clock_nets.png
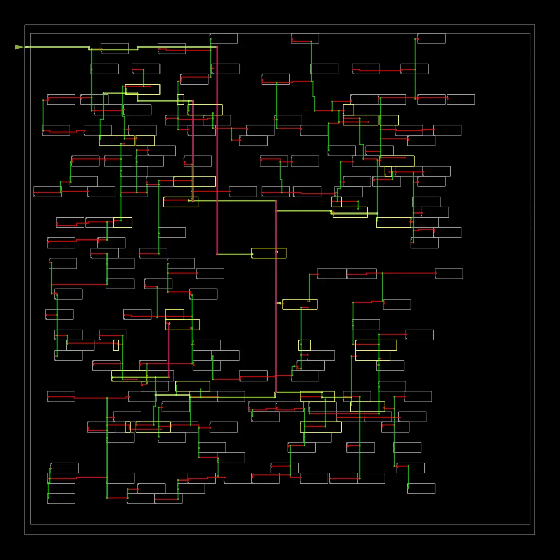
pinout.png
Scale: 3 px per um. Pins as bars across the die edge, other pins in gray.
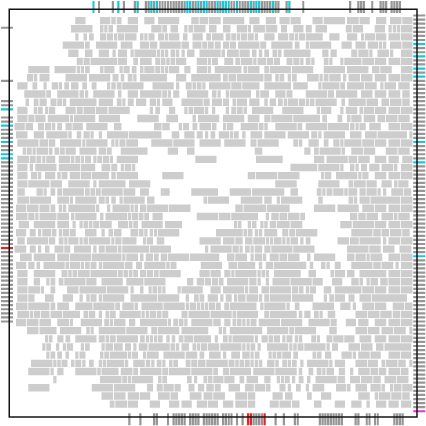
m4.png
Scale: 3 px per um.
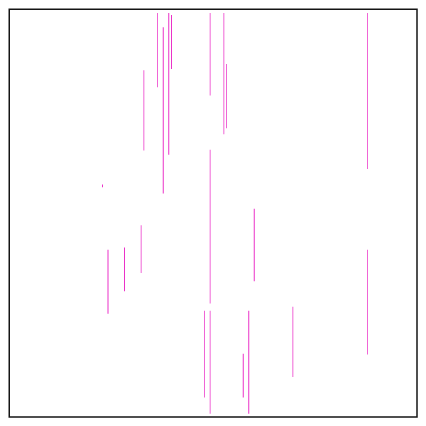
gates.png
Scale: 3 px per um.
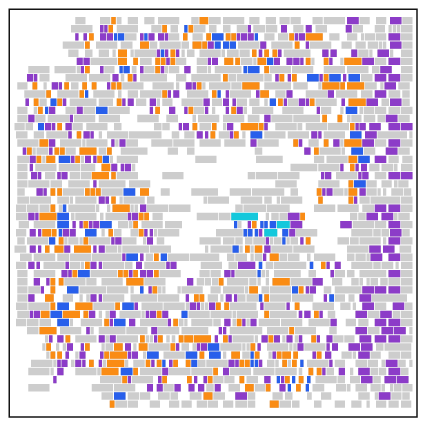
==> config.mk <==
export PLATFORM = sky130hd
export DESIGN_NAME = mem_arbiter
export DESIGN_NICKNAME = d
export VERILOG_FILES = /design/src/rtl/mem_arbiter_pkg.sv /design/src/rtl/arb_req_slot.sv /design/src/rtl/mem_arbiter.sv
export SDC_FILE = /design/constraint.sdc
export NUM_CORES = 1
export LEC_CHECK = 0
export ABC_AREA = 1
export CAP_MARGIN = 10
export CORE_UTILIZATION = 41
export CTS_CLUSTER_DIAMETER = 150
export DETAILED_ROUTE_END_ITERATION = 12
export GPL_ROUTABILITY_DRIVEN = 0
export PLACE_DENSITY = 0.79
export SETUP_SLACK_MARGIN = 0.2
export SYNTH_ARGS = -nofsm -noshare
export SYNTH_HDL_FRONTEND = slang
export SYNTH_HIERARCHICAL = 1
export SYNTH_SLANG_ARGS = --single-unit
==> constraint.sdc <==
create_clock -name clk -period 1.6 [get_ports clk]
set_input_delay 0.32 -clock clk [delete_from_list [all_inputs] [get_ports clk]]
set_output_delay 0.32 -clock clk [all_outputs]
set_load 0.02 [all_outputs]
==> notes.md <==
yosys + openroad results -> Distinct cells, synth 24, clk buf depth 2, P&R area growth vs syn 81.1%, most area-hungry cell type in the Yosys netlist dfxtp_1, row cnt between 40 and 50, clock sink count between 100 and 150, Critical Path AT 1880 ps, biggest area cells dfxtp_1, o21ai_0, nor2_2, Post-Layout Inst Area approximately 0.013 sq mm, # setup viols final between 200 and 300, initial antenna violation count 1, final hold vios 0, antenna cells 0, count of tool warnings 31, critical path startpoint category flop, Hold Buf Count CTS 0, worst setup path class reg -> out, CTS tree built, H-tree levels 4, Via density around 4.8, worst hold path class reg -> reg, Worst Setup Slack, final -598 ps, fin crit share 1.37, Cells after Synth 1009, Synth Seq Share 0.406, leakage around 5.9 nW, drt first pass iters 6, placed cell area 0.0116 sq mm, Worst setup EP type primary output, pre-CTS setup slack -1080 ps, gr ovfl total 0, FMAX 0.455 GHz, hold path cells 2, most frequent cell after synthesis nor2_1, clock transition at the registers of the reported paths 60 ps, DP Cell Count 1555, Avg WL per Cell 16.0 um, Die Area 0.0183 sq mm, total track usage 0.253, power per cell area 1090 mW/mm^2, first-pass GRT wire length 36.2 mm, Syn Area/Cell 7.24 sq um, Pins Over Slew Limit 0, synthesized area 0.00730 sq mm, YS chip area 0.00730 sq mm, RSZ-0062 raised after global routing yes, Final Power 14.5 mW, Synth top area share 0.406, # Cells Yosys about 1000, Max FO, Critical Path 5, drt drc 0, Core Util at FP 0.421, CP required 1280 ps, vias in the first global route 7323, Most common reg cell dfxtp_1, Post-DRT Antenna Nets 0, FA/HA/MAJ Cells, Area Fraction 0.00514, worst reg-to-reg setup slack -330 ps, worst hold slack just under 500 ps, AND-OR/OR-AND Cells, Area Fraction 0.157, Synth warnings 6, Clock Tree Root clkbuf_16, status complete, but fails checks, Simple-Gate Fraction of Synth Area 0.281, Final nets 1532, initial drt markers approximately 430, Synth mux share 0, Flops after synth roughly 150, Commonest cells post-synth nor2_1, o21ai_0, dfxtp_1, Post-synth ARST share 0, layout cells sized above 1 0.425, post-route setup TNS -105720 ps, io pins 281, Period minus WS final 2200 ps, yosys xor share 0, post-DP HPWL 16.9 mm, flip-flops with a built-in enable 0, Util after Layout 0.762, largest net degree at the start of global routing 34, core box area 0.0174 sq mm, Top logic family simple AND/OR/NAND/NOR gates, violated checks setup timing, Max-cap violations 0, worst reg-to-reg path cell count 12, VDD IR max 0.000784 V
Back to the opening pictures, clock_nets.png:
Post-Route Skew: 8.84 ps
Num CTS Buffers: 17
clk_lat worst skew: 420 ps
P_clk: 4.14 mW

Back to the opening pictures, pinout.png:
Key: red = `mem_rmask` [pins 4, direction output, edge 3 south, 1 west]; cyan = `mem_addr` [pins 32, direction output, edge 20 north, 7 east, 5 west]; magenta = `imem_resp` [pins 1, direction output, edge east]
PortBufs: 280
Die X: 135 um
Die Y: 135 um

Back to the opening pictures, m4.png:
The wires run mostly vertical. 19 nets have wire on it. The layer holds 2.3% of the routed length.
Post-Route WL: 25.9 mm
vias post-DR: 7783

Back to the opening pictures, gates.png:
Key: purple = nor cells [cells 363, where spread over the die]; blue = nand cells [cells 85, where spread over the die]; orange = aoi and oai cells [cells 223, where spread over the die]; cyan = fa/ha/maj cells [cells 3]
most common logic cell in the routed design: nor2_1
Comb/total area: 0.340
Post-Layout Cell Count: 1623

==> placed cells by master, fill, tap and decap left out, drive strengths merged <==
| cell type | netlist | layout |
|---|---|---|
| nor2 | 361 | 361 |
| buf | 64 | 232 |
| o21ai | 218 | 218 |
| dfxtp | 148 | 148 |
| clkdlybuf4s50 | 0 | 141 |
| inv | 121 | 121 |
| nand2 | 82 | 82 |
| conb | 1 | 36 |
| clkbuf | 0 | 34 |
| clkinv | 0 | 4 |
| a21oi | 4 | 4 |
| bufinv | 0 | 3 |
| ha | 3 | 3 |
| nand3 | 2 | 2 |
| clkinvlp | 0 | 2 |
| nor3 | 2 | 2 |
| nand4 | 1 | 1 |
| or3 | 1 | 1 |
| o21bai | 1 | 1 |
| bufbuf | 0 | 1 |
| dlygate4sd2 | 0 | 1 |
==> power breakdown <==
group | internal (mW) | switching [mW] | leakage [nW]
Clock | 2.61 | 1.53 | 0.295
Combinational | 2.59 | 2.98 | 4.39
Sequential | 4.34 | 0.430 | 1.23
Total | 9.54 | 4.93 | 5.92
==> final cells by class <==
class	count	area [sq um]
Clock buffer	23	488
Clock inverter	8	124
Fill cell	1132	4130
Inverter	121	503
Multi-Input combinational cell	711	4500
Sequential cell	148	2970
Tap cell	225	282
Timing Repair Buffer	386	4350
Timing Repair inverter	1	11.3
==> cell families (layout without fill, tap and decap cells) <==
logic type,after synthesis,in the layout
buffers and inverters,185,539
other,1,36
AND-OR/OR-AND,223,223
AND/OR/NAND/NOR,449,449
adder cells (fa/ha/maj),3,3
flip-flops,148,148
==> critical path, stage by stage (launching register included) <==
cell and delay [ps]:
dfxtp_2 330, inv_2 70, ha_4 140, inv_2 40
nor3_4 160, buf_6 160, buf_12 130, buf_12 120
nand2_1 50, o21ai_1 90, buf_4 170
==> timing repair <==
action / in CTS / in global routing
pin swaps: 5 / 3
gates resized: 779 / 169
cloned: 4 / 14
setup endpoints to repair: 284 / 284
buffers inserted: 8 / 11
==> per-layer routing <==
| layer | GRT usage | share of wire |
|---|---|---|
| met5 | 0 | 0.00050 |
| met4 | 0.0868 | 0.023 |
| met3 | 0.0621 | 0.072 |
| met2 | 0.454 | 0.52 |
| met1 | 0.292 | 0.38 |
Power is estimated from default activity; no workload was simulated.
